**config.mk**
```make
export PLATFORM = sky130hd
export DESIGN_NAME = seg_display_ctrl_flat
export DESIGN_NICKNAME = d
export VERILOG_FILES = /design/src/rtl/seg_display_ctrl_pkg.sv /design/src/rtl/seg_display_ctrl_if.sv /design/src/rtl/seg_display_ctrl_decode.sv /design/src/rtl/seg_display_ctrl.sv /design/src/flat_wrapper.sv
export SDC_FILE = /design/constraint.sdc
export NUM_CORES = 1
export LEC_CHECK = 0
export CAP_MARGIN = 20
export CORE_ASPECT_RATIO = 0.8
export CORE_UTILIZATION = 45
export CTS_BUF_LIST = sky130_fd_sc_hd__clkbuf_8
export CTS_CLUSTER_DIAMETER = 100
export CTS_CLUSTER_SIZE = 10
export DETAILED_ROUTE_END_ITERATION = 8
export PLACE_DENSITY = 0.69
export SYNTH_ARGS = -nofsm -noshare
export SYNTH_HDL_FRONTEND = slang
export SYNTH_SLANG_ARGS = --single-unit
```
**constraint.sdc**
```tcl
create_clock -name clk -period 3 [get_ports clk]
set_input_delay 0.6 -clock clk [delete_from_list [all_inputs] [get_ports clk]]
set_output_delay 0.6 -clock clk [all_outputs]
set_load 0.03 [all_outputs]
```
**src/rtl/seg_display_ctrl_pkg.sv**
```systemverilog
// rtl/seg_display_ctrl_pkg.sv - shared constants, FSM state type and BCD helper
//
// Purpose: segment patterns, datapath widths and the FSM state enum for the
// 3-digit 7-segment display controller.
package seg_pkg;

   localparam int BCD_W   = 12;
   localparam int BIN_W   = 10;
   localparam int BIN_MAX = 999;

   // Segment order {a,b,c,d,e,f,g}, active-high, a is the MSB.
   localparam logic [6:0] SEG_BLANK = 7'b0000000;
   localparam logic [6:0] SEG_DASH  = 7'b0000001;
   localparam logic [6:0] SEG_DIGIT [0:9] = '{
      7'b1111110, 7'b0110000, 7'b1101101, 7'b1111001, 7'b0110011,
      7'b1011011, 7'b1011111, 7'b1110000, 7'b1111111, 7'b1111011
   };

   typedef enum logic {
      IDLE  = 1'b0,
      SHIFT = 1'b1
   } state_t;

   // Double-dabble correction: a nibble of 5 or more would exceed 9 after the
   // next doubling, so pre-add 3 (4-bit wrap, no carry is possible from <=9).
   function automatic logic [3:0] dabble_adj(input logic [3:0] n);
      return (n >= 4'd5) ? (n + 4'd3) : n;
   endfunction

endpackage

```
**src/rtl/seg_display_ctrl_if.sv**
```systemverilog
// rtl/seg_display_ctrl_if.sv - value handshake between producer and display controller
//
// Purpose: groups the binary-value valid/ready handshake.
//   bin_valid  producer -> controller   value present on bin
//   bin_ready  controller -> producer   controller can accept
//   bin        producer -> controller   unsigned value 0..1023
interface seg_display_ctrl_if;
   import seg_pkg::*;

   logic             bin_valid;
   logic             bin_ready;
   logic [BIN_W-1:0] bin;

   modport master (output bin_valid, output bin, input bin_ready);
   modport slave  (input bin_valid, input bin, output bin_ready);

endinterface

```
**src/rtl/seg_display_ctrl_decode.sv**
```systemverilog
// rtl/seg_display_ctrl_decode.sv - combinational nibble to 7-segment pattern decoder
//
// Purpose: maps one BCD nibble to a segment pattern.
//   nibble   in   4  BCD digit; values above 9 render blank
//   blank    in   1  force blank (leading-zero suppression)
//   dash     in   1  force dash (overflow); wins over blank
//   pattern  out  7  {a,b,c,d,e,f,g}, active-high
module seg7_decode
   import seg_pkg::*;
(
   input  logic [3:0] nibble,
   input  logic       blank,
   input  logic       dash,
   output logic [6:0] pattern
);

   logic [6:0] digit_pat;

   always_comb begin
      digit_pat = SEG_BLANK;
      case (nibble)
         4'd0: digit_pat = SEG_DIGIT[0];
         4'd1: digit_pat = SEG_DIGIT[1];
         4'd2: digit_pat = SEG_DIGIT[2];
         4'd3: digit_pat = SEG_DIGIT[3];
         4'd4: digit_pat = SEG_DIGIT[4];
         4'd5: digit_pat = SEG_DIGIT[5];
         4'd6: digit_pat = SEG_DIGIT[6];
         4'd7: digit_pat = SEG_DIGIT[7];
         4'd8: digit_pat = SEG_DIGIT[8];
         4'd9: digit_pat = SEG_DIGIT[9];
         default: digit_pat = SEG_BLANK;
      endcase
   end

   always_comb begin
      pattern = digit_pat;
      if (dash)
         pattern = SEG_DASH;
      else if (blank)
         pattern = SEG_BLANK;
   end

endmodule

```
**src/rtl/seg_display_ctrl.sv**
```systemverilog
// rtl/seg_display_ctrl.sv - binary to BCD converter with multiplexed 3-digit 7-segment drive
//
// Purpose: accepts a 10-bit value, converts it to BCD one bit per clock
// (double-dabble), latches the result and scans it onto a shared segment bus.
//   clk       in   1   system clock, rising edge
//   rst       in   1   synchronous, active-high reset
//   bin_if    slave    bin_valid / bin_ready / bin handshake
//   busy      out  1   conversion in progress
//   bcd       out  12  latched BCD {hundreds, tens, ones}
//   overflow  out  1   last accepted value was above 999
//   seg       out  7   segments {a..g}, active-high
//   dig_en    out  3   one-hot digit enable, bit0 = ones
module seg_display_ctrl
   import seg_pkg::*;
#(
   parameter int SCAN_DIV = 50000,
   parameter bit LZ_BLANK = 1'b1
)(
   input  logic              clk,
   input  logic              rst,
   seg_display_ctrl_if.slave bin_if,
   output logic              busy,
   output logic [BCD_W-1:0]  bcd,
   output logic              overflow,
   output logic [6:0]        seg,
   output logic [2:0]        dig_en
);

   localparam int              SCAN_W    = (SCAN_DIV > 1) ? $clog2(SCAN_DIV) : 1;
   localparam logic [SCAN_W-1:0] SCAN_LAST = SCAN_W'(SCAN_DIV - 1);

   // ---------------- FSM ----------------
   state_t state, state_nxt;
   logic   accept;
   logic   last_bit;

   logic [BIN_W-1:0] shreg;
   logic [BCD_W-1:0] work;
   logic [BCD_W-1:0] work_adj;
   logic [3:0]       bit_cnt;
   logic             ovf_pending;

   assign last_bit = (bit_cnt == 4'd9);

   always_ff @(posedge clk) begin
      if (rst)
         state <= IDLE;
      else
         state <= state_nxt;
   end

   always_comb begin
      state_nxt        = state;
      bin_if.bin_ready = 1'b0;
      busy             = 1'b0;
      accept           = 1'b0;
      case (state)
         IDLE: begin
            bin_if.bin_ready = 1'b1;
            accept           = bin_if.bin_valid;
            if (bin_if.bin_valid)
               state_nxt = SHIFT;
         end
         SHIFT: begin
            busy = 1'b1;
            if (last_bit)
               state_nxt = IDLE;
         end
         default: state_nxt = IDLE;
      endcase
   end

   // ---------------- double-dabble datapath ----------------
   assign work_adj = {dabble_adj(work[11:8]), dabble_adj(work[7:4]), dabble_adj(work[3:0])};

   always_ff @(posedge clk) begin
      if (rst) begin
         shreg       <= '0;
         work        <= '0;
         bit_cnt     <= '0;
         ovf_pending <= 1'b0;
         bcd         <= '0;
         overflow    <= 1'b0;
      end else begin
         case (state)
            IDLE: begin
               if (accept) begin
                  shreg       <= bin_if.bin;
                  work        <= '0;
                  ovf_pending <= (bin_if.bin > BIN_W'(BIN_MAX));
                  bit_cnt     <= '0;
               end
            end
            SHIFT: begin
               {work, shreg} <= {work_adj[BCD_W-2:0], shreg, 1'b0};
               bit_cnt       <= bit_cnt + 4'd1;
               if (last_bit) begin
                  // The final shifted value is what {work, shreg} would hold
                  // after this edge; capture it directly into the output latch.
                  bcd      <= ovf_pending ? '0 : {work_adj[BCD_W-2:0], shreg[BIN_W-1]};
                  overflow <= ovf_pending;
               end
            end
            default: ;
         endcase
      end
   end

   // ---------------- digit scan ----------------
   logic [SCAN_W-1:0] scan_cnt;
   logic [1:0]        dig_idx;
   logic [1:0]        idx_nxt;
   logic              scan_wrap;

   assign scan_wrap = (scan_cnt == SCAN_LAST);

   always_comb begin
      idx_nxt = dig_idx;
      if (scan_wrap)
         idx_nxt = (dig_idx == 2'd2) ? 2'd0 : (dig_idx + 2'd1);
   end

   // Decode the digit that will be enabled after this edge, so seg and dig_en
   // are registered together and always refer to the same digit.
   logic [3:0] sel_nibble;
   logic       sel_blank;
   logic [6:0] seg_nxt;

   always_comb begin
      sel_nibble = bcd[3:0];
      sel_blank  = 1'b0;
      case (idx_nxt)
         2'd2: begin
            sel_nibble = bcd[11:8];
            sel_blank  = LZ_BLANK && (bcd[11:8] == 4'd0);
         end
         2'd1: begin
            sel_nibble = bcd[7:4];
            sel_blank  = LZ_BLANK && (bcd[11:8] == 4'd0) && (bcd[7:4] == 4'd0);
         end
         default: begin
            sel_nibble = bcd[3:0];
            sel_blank  = 1'b0;
         end
      endcase
   end

   seg7_decode u_decode (
      .nibble  (sel_nibble),
      .blank   (sel_blank),
      .dash    (overflow),
      .pattern (seg_nxt)
   );

   always_ff @(posedge clk) begin
      if (rst) begin
         scan_cnt <= '0;
         dig_idx  <= 2'd0;
         dig_en   <= 3'b001;
         seg      <= SEG_DIGIT[0];
      end else begin
         scan_cnt <= scan_wrap ? '0 : (scan_cnt + SCAN_W'(1));
         dig_idx  <= idx_nxt;
         dig_en   <= 3'b001 << idx_nxt;
         seg      <= seg_nxt;
      end
   end

endmodule

```
**src/flat_wrapper.sv**
```systemverilog
// flat-port wrapper written by rule: the top's interface ports become plain ports
module seg_display_ctrl_flat import seg_pkg::*;
#(
   parameter int SCAN_DIV = 50000,
   parameter bit LZ_BLANK = 1'b1
)
  (clk, rst, busy, bcd, overflow, seg, dig_en, bin_if_bin_valid, bin_if_bin, bin_if_bin_ready);
  seg_display_ctrl_if bin_if_i ();
  input  logic clk;
  input  logic rst;
  output logic busy;
  output logic [BCD_W-1:0] bcd;
  output logic overflow;
  output logic [6:0] seg;
  output logic [2:0] dig_en;
  input wire logic [$bits(bin_if_i.bin_valid)-1:0] bin_if_bin_valid;
  input wire logic [$bits(bin_if_i.bin)-1:0] bin_if_bin;
  output wire logic [$bits(bin_if_i.bin_ready)-1:0] bin_if_bin_ready;
  assign bin_if_i.bin_valid = bin_if_bin_valid;
  assign bin_if_i.bin = bin_if_bin;
  assign bin_if_bin_ready = bin_if_i.bin_ready;
  seg_display_ctrl #(.SCAN_DIV(SCAN_DIV), .LZ_BLANK(LZ_BLANK)) u_core (.clk(clk), .rst(rst), .bin_if(bin_if_i), .busy(busy), .bcd(bcd), .overflow(overflow), .seg(seg), .dig_en(dig_en));
endmodule
```
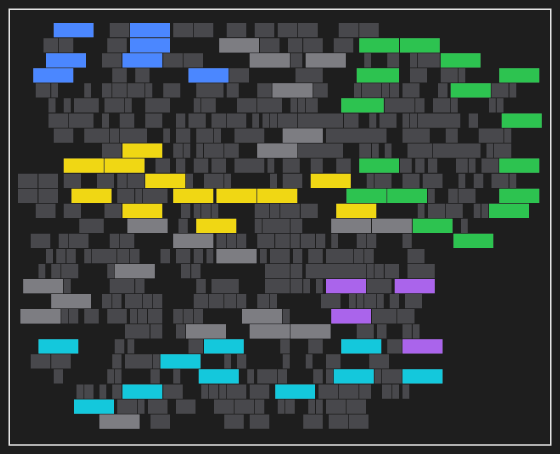
(images/ff_map.png)
legend:
  u_core.bcd:
    colour: yellow
    flops: 12
  u_core.bit_cnt:
    colour: purple
    flops: 4
  u_core.seg:
    colour: blue
    flops: 7
    where: top left
  u_core.shreg:
    colour: cyan
    flops: 10
  u_core.scan_cnt:
    colour: green
    flops: 16
register fraction of the total cell area: 34.53%
core utilization of the finished layout: 57.59%
sequential power: 0.000943 W
Sequential cell area: 1384 µm²

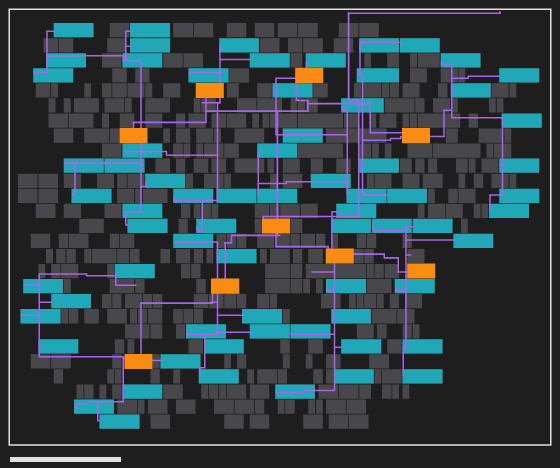
(images/clock_wires.png)
The bar under the picture is 20 µm long.
legend:
  clock-net drivers:
    colour: orange
    count: 9
  flip-flops:
    colour: cyan
    count: 69
  clock wires:
    colour: purple
    length: 880 µm
routed clock nets: 10

==> run notes <==
The run finished with clean final reports. The global routing report lists met2 layer usage as 31.68%. Share of the synthesized netlist area taken by xor and xnor gates: 5.061%.

After synthesis the netlist holds a flip-flop and latch count of 69. Across all hold checks on the routed design, the worst slack comes to 437.3 ps. In this run, the synthesized area fraction spent on and/or/nand/nor cells is recorded as 21.65%. After synthesis, the mean cell area works out to 8.935 µm². For this block, the via count after detailed routing is 2620. The share of the cycle needed by the critical path after routing was 93.90%; the die extent in y was 78.46 µm. With the cell depth of the worst min-delay path at 1, the proportion of layout cells with a drive suffix above 1 is 11.62%. The run gives 3260 ps as the required time of the critical path. With the clock network area share at 5.308%, the number of inserted diodes is 0. In this run, the synthesized area fraction spent on AND-OR/OR-AND gates is recorded as 13.85%. The slew at the pin closest to its max-slew limit works out to 874.8 ps.

The startpoint of the worst hold path was u_core.scan_cnt[0]$_SDFF_PP0_. In this design, the largest share of critical-path delay is due to adder cells. Per the layout report, the design carries 47 non-clock buffers. The length in cells of the worst reg-to-reg path was 13; the number of design rule violations left after detail routing was 0.

In this run the core area contains 27 standard-cell rows. With the sequential power share at 50.4%, the area fraction in mux cells is 6.849%. Net switching is 23.12% of the power. The run gives 3 for the H-tree depth reported by CTS. The sequential share of the synthesized area was 42.01%. STA on the placed design reports a worst setup slack of 1.953 ps. The biggest slice of the area belongs to multi-input combinational cells. Leaving out buffers and inverters, the combinational logic in the layout accounts for 1793 µm². Power attributed to combinational cells is 0.000105 W. For the placed instance count, the log shows 483. Ranked by flip-flop count, first place goes to u_core.scan_cnt. Among all stages on the critical path, the maximum delay recorded is 360 ps.

The number of multi-input combinational cells in the layout is 265. The worst min-delay path category was flop to flop. Sequential cells placed in the final layout were counted as 69. The tools report the post-CTS repair timing setup buffer count as 1. After legalization and detailed placement, the total HPWL measured 4.674 mm. The cell with the largest stage delay on the worst path is sky130_fd_sc_hd__dfxtp_2. Detailed placement reports a standard cell area of 3756 µm².

The net count of the finished layout is 439. The tools report the power consumed by the clock network as 0.000822 W. In this run the layout overhead on the synthesized area is reported as 21.88%. The cell type that accounts for the most area after synthesis is sky130_fd_sc_hd__dfxtp_1. Yosys reports a chip area of 3288 µm². The launch point of the worst register-to-register path is recorded as u_core.scan_cnt[0]$_SDFF_PP0_. After synthesis, the share of flip-flops with an asynchronous set or reset is 0%. The endpoint of the worst hold path is reported as u_core.scan_cnt[0]$_SDFF_PP0_.

The clock buffer instance count of the final layout came out at 9. Ranked by instance count, the synthesized netlist is headed by sky130_fd_sc_hd__dfxtp_1, sky130_fd_sc_hd__nor2_1, sky130_fd_sc_hd__a21oi_1. The cell area that synthesis handed to floorplanning was 3288 µm².

The share of the core filled by cells before placement was 47.25%; the critical path depth in cells was 13. The total negative slack for setup checks was 0 ps; the overall die area was 7655 µm². The relative slew slack came out at 41.56%. The number of DRC markers after the initial detailed-route iteration was 114; the total met3 wirelength after detailed routing was 223 µm.

Dividing the detail-routed via count by the number of cells gives 5.240. The global placement routability congestion was 0.7715; the instance tally after logic synthesis was 368. According to the floorplan report, the placeable core area is 6959 µm². The aggregate routed wire length is 6.777 mm. The synthesized netlist contains 48 unique library cells. The number of logged tool warnings came out at 36. The most heavily used metal layer in global routing was met2. STA classifies the critical path endpoint as a flop. The first global-routing pass estimated 11.83 mm of wire. The analysis reports a worst IR drop on VDD of 0.2466 mV. Per the TritonCTS log, the buffer count is 9. For this sky-water flow run, the detailed-routed wirelength per cell is reported as 13.55 µm. The critical path starts at u_core.scan_cnt[0]$_SDFF_PP0_.

On met1, the global router reports a usage of 24.30%. TritonCTS built the clock tree. The non-clock buffer share of cell area works out to 11.11%.
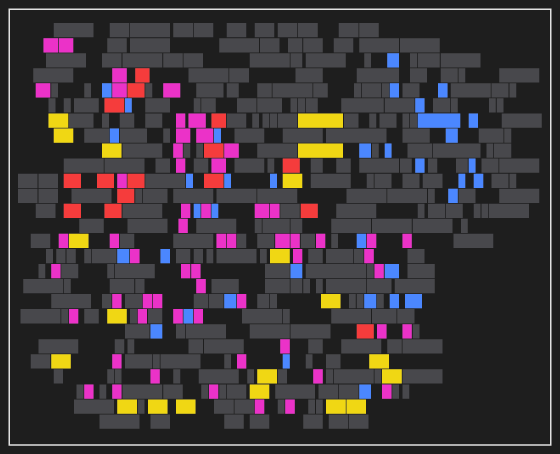
(images/gates.png)
legend:
  nand cells:
    colour: blue
    cells: 36
    most_used: nand3_1
  aoi and oai cells:
    colour: magenta
    cells: 58
    most_used: a21oi_1
  mux cells:
    colour: yellow
    cells: 20
    most_used: mux2i_1
  non-inverting ao/oa cells:
    colour: red
    cells: 15
    most_used: a22o_1
final non-filler cell total: 500
logic gate fraction of the total cell area: 44.74%
top logic cell by instance count in the layout: sky130_fd_sc_hd__dfxtp_1

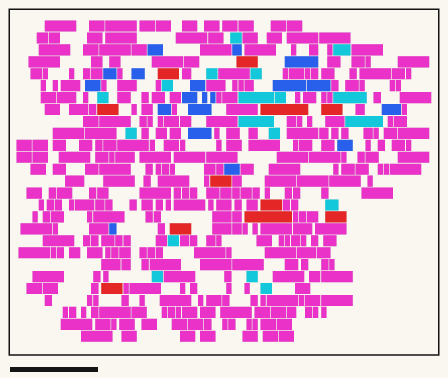
(images/sizing.png)
The bar under the picture is 20 µm long.
legend:
  x3 and x4:
    colour: cyan
    cells: 18
  x6 and larger:
    colour: red
    cells: 11
  x2:
    colour: blue
    cells: 19
  x1 and smaller:
    colour: magenta
    cells: 365
final non-filler cell area: 4008 µm²
worst setup margin: 182.9 ps

Power and IR drop assume default switching activity.
